clock_nets.png
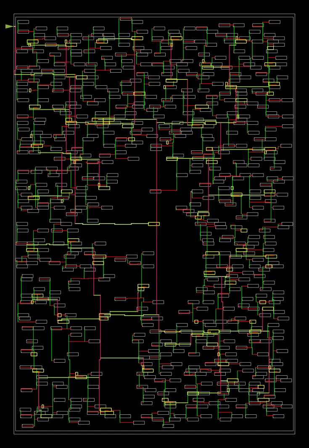
util_map.png
(1 px per µm) 23 x 35 tiles, from white (low) to dark blue (high), 0 to 100% covered.
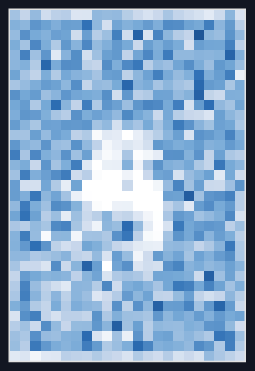
clock_wires.png
(1 px per µm)
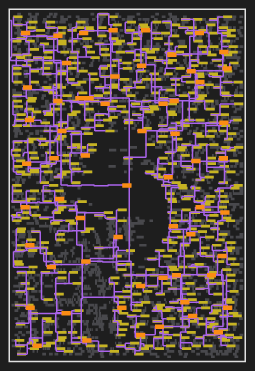
==> config.mk <==
export PLATFORM = sky130hd
export DESIGN_NAME = mem_client_reader_flat
export DESIGN_NICKNAME = d
export VERILOG_FILES = /design/src/rtl/mem_client_reader_if.sv /design/src/rtl/mem_client_reader.sv /design/src/flat_wrapper.sv
export SDC_FILE = /design/constraint.sdc
export NUM_CORES = 1
export LEC_CHECK = 0
export CELL_PAD_IN_SITES_DETAIL_PLACEMENT = 0
export CELL_PAD_IN_SITES_GLOBAL_PLACEMENT = 2
export CORE_ASPECT_RATIO = 1.5
export CORE_UTILIZATION = 32
export DETAILED_ROUTE_END_ITERATION = 8
export PLACE_DENSITY_LB_ADDON = 0.1
export RECOVER_POWER = 25
export SKIP_LAST_GASP = 1
export SYNTH_ARGS = -nofsm -noshare
export SYNTH_HDL_FRONTEND = slang
export SYNTH_SLANG_ARGS = --single-unit
==> constraint.sdc <==
create_clock -name clk -period 4.1 [get_ports clk]
set_input_delay 0.615 -clock clk [delete_from_list [all_inputs] [get_ports clk]]
set_output_delay 0.615 -clock clk [all_outputs]
set_load 0.05 [all_outputs]
==> results.ini <==
[power]
intPower_mw=18.99
switching_share_pct=45.47
seqPwrFrac_pct=31.1
p_per_area_nw_per_um2=991.3
p_sw_mw=15.84
ir_drop_uv=561.7
leakagePower_nw=14.46
combPwrFrac_pct=52.6

[critical_path]
cp.required_ns=4.59
startpoint_type=flip-flop
regToRegSetupSlack_ns=0.51
end_kind=flip-flop
crit_fanout=7
critPathKind=flip-flop to flip-flop
arrival_ns=4.08
slowest_stage=or3b_2
cpMostUsedCell=ha_1
ff2ff_path_depth=13

[yosys]
flop_cell=dfrtp_1
synthesis.nets=2630
edf_count=0
synth_cells=2297
syn_avg_cell_area_um2=11.30
top_cells_by_area=dfrtp_1, mux2_2, a22oi_1, a21oi_1, nor2_1
ys_types=76
synth_warnings=0
ys_cells=2297
synth_area_um2=25960
top_cell_area_share_pct=57.74
ys_seq_elements=599
async_flop_share_pct=100.0
ys_seq_share_pct=57.74
top_area_cell=dfrtp_1

[final_layout]
logic_area_um2=10210
fin_area_um2=35140
lay_top_count=dfrtp_1
flop_area_um2=14990
lay_top_cells=dfrtp_1, clkdlybuf4s50_1, a21oi_1, nor2_1, a22oi_1
nFillCells=7618
final_nets=3164
area_delta_synth_final_pct=35.35
drive_gt1_share_pct=14.84

[final_timing]
period_used_pct=87.49
fin_crit_ns=3.587
hold_violations=0
slew_violations=67
setup_tns_ns=0
tightest_slew_ns=2.071
grt_setup_unrepaired=no
finalSetupViolCount=0

[grt]
first_global_vias=20390
grtUsageMet2_pct=32.71
grt_pass1_wl_mm=129.5
gr-usage-met3_pct=6.882
antenna_found_initial=24
grtUsageMet1_pct=26.08
grt_util_all_layers_pct=20.48
grt_max_degree=155

[floorplan]
die_h_um=350.8
dieWidth_um=234.6
placementRows=127
num_io_pins=588
chipArea_um2=82290

[clock_network]
cts_setup_buffers=0
clk_root_buffer_cell=clkbuf_16
htreeDepth=2
cts.clk_slew.worst_paths_ns=0.06
cts_resized=0

[outcome]
status=complete, but fails checks
failed_checks=capacitance limit, slew limit

[placed_design]
placed_cell_area_um2=33190
port_buffers=587
gp_congestion=0.8276

[drt]
drt_wl_total_mm=86.14
remaining_drc_errors=0
dr.first_iter.drc_count=1137
vias=20200
ant_nets=0

[worst_hold_path]
hold-path-cell-count=1

[job]
cap_violations=1
warning_count=38

Notes on clock_nets.png above:
CTS Sinks: 599
CTS buffer count: 60
power of the clock network: 5.67 mW
Clock Skews: 0.02667 ns

Notes on util_map.png above:
tiles over 75% full: 2.2%
nearly empty tiles: 3.5%
fullest tile: 85%
emptiest ninth of the die: middle
mean over tiles: 41%
Initial Util: 32.41%
area of the core: 80090 µm²

Notes on clock_wires.png above:
legend:
  orange:
    item: clock-net drivers
    count: 60
  yellow:
    item: flip-flops
    count: 599
  purple:
    item: clock wires
    length: 8690 µm
flops lie: spread over the die
clk latency late pin: 0.64 ns
clock power share: 16.3%

[routing by layer]
layer	share of wire, %	up-vias
li1	-	9355
met5	0.20	-
met4	2.7	26
met1	42	10090
met3	8.7	144
met2	47	591
[power groups by stage]
stage / Combinational, mW / Clock [mW] / Sequential, mW
detailed placement: 18.5 / 0 / 10.9
CTS: 18.5 / 5.89 / 10.8
finish: 18.3 / 5.67 / 10.8
global placement: 18.3 / 0 / 10.8
floorplan: 7.30 / 0 / 15.7
global route: 19.7 / 6.08 / 11.2
[worst max-delay path: cells and delay by family, from the launching register on]
kind                       cells  cell delay (ns)
adders and majority gates      2             0.55
DFF                            1             0.48
and+or+nand+nor                5             1.53
AOI/OAI and AO/OA              4             0.63
xor gates and xnor gates       1             0.15
buffers and inverters          1             0.10
[synth_stat cells (6+ instances only)]
master,instances
a21o_1,7
a31oi_1,9
o22ai_1,19
o21ai_1,9
buf_1,21
clkbuf_1,138
nor2_1,297
nor3_1,7
xnor2_1,9
mux2_2,259
o21ai_0,52
ha_1,35
nand3_1,7
mux2i_1,31
a21oi_1,309
nor2b_1,8
dfrtp_1,599
a22oi_1,262
a41o_1,7
inv_1,38
and3_1,6
nand2_1,82
[cells by family (layout without fill, tap and decap cells)]
| family | Yosys count | count (layout) | synth area share, % |
|---|---|---|---|
| buf+inv | 206 | 786 | 3.065 |
| other cells | 0 | 10 | 0 |
| simple gates | 438 | 438 | 7.148 |
| flops | 599 | 599 | 57.74 |
| compound gates | 713 | 713 | 17.30 |
| mux | 290 | 290 | 12.43 |
| fa+ha+maj | 38 | 38 | 1.880 |
| xor+xnor | 13 | 13 | 0.4386 |
[metrics by stage]
step	power, mW	instances	hold WS [ns]	setup slack [ns]	utilization [%]
final	34.83	3919	0.4639	0.5128	43.87
after global routing	36.99	3915	0.4859	0.2829	43.86
after CTS	35.28	3909	0.4785	0.4898	43.95
after detailed placement	29.43	3800	0.4516	0.2271	41.45
after global placement	29.05	3800	0.4454	0.2451	41.45
after floorplan	22.95	2297	0.3194	0.8901	-
[layout make-up]
type,instances,share of cell area (%)
Clock buffer,97,5.185
Inverter,38,0.4060
Tap cell,1032,3.675
Timing Repair Buffer,640,18.44
Antenna cell,10,0.07122
Clock inverter,11,0.4985
Multi-Input combinational cell,1492,29.06
Sequential cell,599,42.66
Power and IR drop assume default switching activity.
